Design vector_frame_reducer, sky130hd; sources not shown.
clock_nets.png
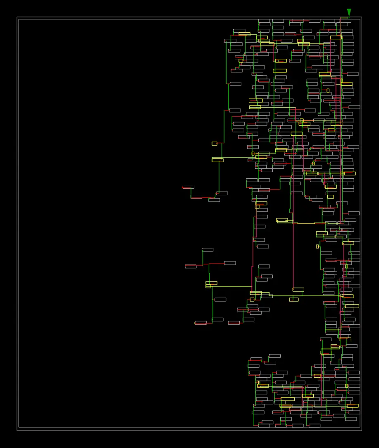
CLK BUF: 38
clk_lat worst skew: 0.62 ns
cts bufs inserted: 31

ff_map.png
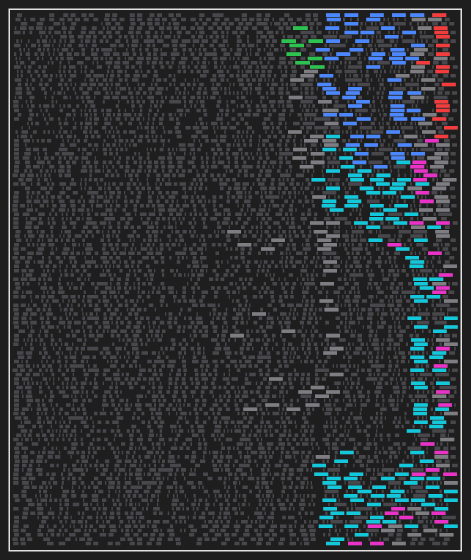
r_acc -> cyan  # placed flops 128, where a column on the right
r_cnt -> blue  # placed flops 64, where north-east
r_op_reg -> green  # placed flops 8
count_out -> red  # placed flops 16, where north-east
r2_scalar -> magenta  # placed flops 32, where a column on the right
not coloured = 105
P_seq: 2.08 mW
flop share of the area: 0.174
final core occ: 0.543
Sequential Area: 8850 um2

==> changes_impl.md <==
### Implementation results

* Status: completed
* Critical Path AT at 11.36 ns
* Sw Ratio at 0.497
* RSZ-0062 raised after global routing: false
* Top sig layer: met5
* GP Congestion at 0.992
* DR iter-0 viols at 2500
* Via count at 42400
* Hold Path Class: flip-flop to flip-flop
* Met3 wire length at 6900 um
* Crit start category: primary input
* Synthesis Warnings at 0
* Grt total ovfl at 0
* Slowest stage cell, crit path: clkdlybuf4s50_1
* CTS max path bufs at 3
* Die Y at 339 um
* Io pins at 330
* Clock Skew at 0.0270 ns
* EDFF count, synth at 0
* Tmin final at 10.87 ns
* Chip area at 96000 um2
* Sequential power share at 0.132
* Initial antenna violation count at 3
* Worst Max-Slew Pin Slew at 1.12 ns
* Worst setup EP type: flip-flop
* WL met2 at 86400 um
* CP max FO at 13
* Total power density per cell area at 308 nW/um2
* Yosys chip area at 40700 um2
* Max-cap viol count at 0
* Hold path cells at 2
* Seq/Total Area, Yosys at 0.217
* R2r worst-path depth at 36
* Area grow syn2layout at 25.0%
* Logic pwr share at 0.792
* Hold_ws at 0.476 ns
* Antenna-violating nets left at 0
* Most frequent cell on the critical path: buf_4
* Synth Area per Inst at 8.06 um2
* Setup TNS at 0 ns
* Share of layout cells above drive strength 1 at 0.170
* Post-DP Area at 49700 um2
* Slowest stage delay, CP at 0.54 ns
* Fmax at 92.0 MHz
* Flip-flop count of the largest register after layout at 128
* Peak VDD IR at 0.000246 V
* Buffers on Ports at 329
* Synth flops at 353
* Largest net degree at the start of global routing at 165
* Netlist cell types at 123
* Main flop type: dfrtp_1
* Worst Slack Setup Final at 0.234 ns
* Fp util at 0.435
* Met1 wire length at 70600 um
* Top cell excl fill/tap: buf_4
* CTS tree: built
* Routed WL at 171000 um
* Die X-Extent at 283 um
* First-pass GRT wire length at 262000 um
* Fraction of registers with async set/reset at 1.00
* Htree depth at 1
* Final net count at 6628
* Post-Syn Area at 40700 um2
* Design Area, Final at 50900 um2
* Yosys stat cell total at 5055
* Switching power at 7.81 mW
* Most numerous logic cells after layout: 643 x buf_4, 509 x nand2_1, 508 x ha_1, 438 x a21oi_1, 416 x inv_1
* Max-slew violations at 0
* # setup viols final at 0
* Setup Slack @ Placement at -0.495 ns
* FP Rows at 123
-- per-stage QoR --
step	std cells	power, mW
2_1_floorplan	5055	8.89
3_3_place_gp	7041	14.0
3_5_place_dp	7041	14.2
4_1_cts	7098	15.5
5_1_grt	7106	16.7
6_report	7106	15.7
-- worst max-delay path, delay by kind of cell --
family	cells	cell delay (ns)
and+or+nand+nor	7	1.70
AOI/OAI and AO/OA	12	3.18
muxes	4	1.32
buffers and inverters	11	2.43
adders and majority gates	3	1.03
-- layer usage --
metal  up-vias  track usage
met5         -            0
met4         2        0.125
met3       292       0.0241
met2      1040        0.634
met1     21300        0.423
li1      19700            -
-- synth_stat cells, types with 77 or more instances --
cell type  instances  area [um2]
a21o_1            84         631
nand2_1          510        1910
mux2_2           109        1230
o21ai_0          402        2010
mux2i_1          137        1370
a21oi_1          440        2200
dfrtp_1          345        8630
nor2_1           372        1400
o22ai_1           77         482
clkbuf_1         165         619
ha_1             510        6380
xnor2_1          146        1280
inv_1            418        1570
-- what timing repair did --
action | 4_1_cts | 5_1_grt
endpoints found under the setup margin | 0 | 32
hold buffers | 0 | 0
gates resized | 0 | 19
setup buffers | 0 | 7
-- cell families (layout without fill, tap and decap cells) --
| family | Yosys count | after routing | synth area share |
|---|---|---|---|
| other | 0 | 1 | 0 |
| multiplexers | 305 | 305 | 0.0953 |
| AND/OR/NAND/NOR | 1380 | 1380 | 0.158 |
| AND-OR/OR-AND | 1633 | 1633 | 0.260 |
| adder cells (fa/ha/maj) | 518 | 518 | 0.161 |
| XOR/XNOR | 200 | 200 | 0.0430 |
| buffers and inverters | 666 | 1466 | 0.0659 |
| flip-flops | 353 | 353 | 0.217 |
-- power groups by stage --
stage	clock, mW	combinational, mW	sequential [mW]
global route	1.25	13.3	2.12
floorplan	0	6.89	2.01
global placement	0	11.9	2.04
finish	1.19	12.4	2.08
CTS	1.22	12.2	2.07
detailed placement	0	12.1	2.09
-- area by class of cell --
| cell class | instances | area, um2 |
|---|---|---|
| fill | 11300 | 42800 |
| multi-input combinational | 4036 | 29400 |
| sequential | 353 | 8850 |
| timing repair buffer | 989 | 8460 |
| inverter | 420 | 1580 |
| tap | 1250 | 1560 |
| clock buffer | 38 | 852 |
| clock inverter | 19 | 262 |
| antenna | 1 | 2.50 |
Power is estimated from default activity; no workload was simulated.
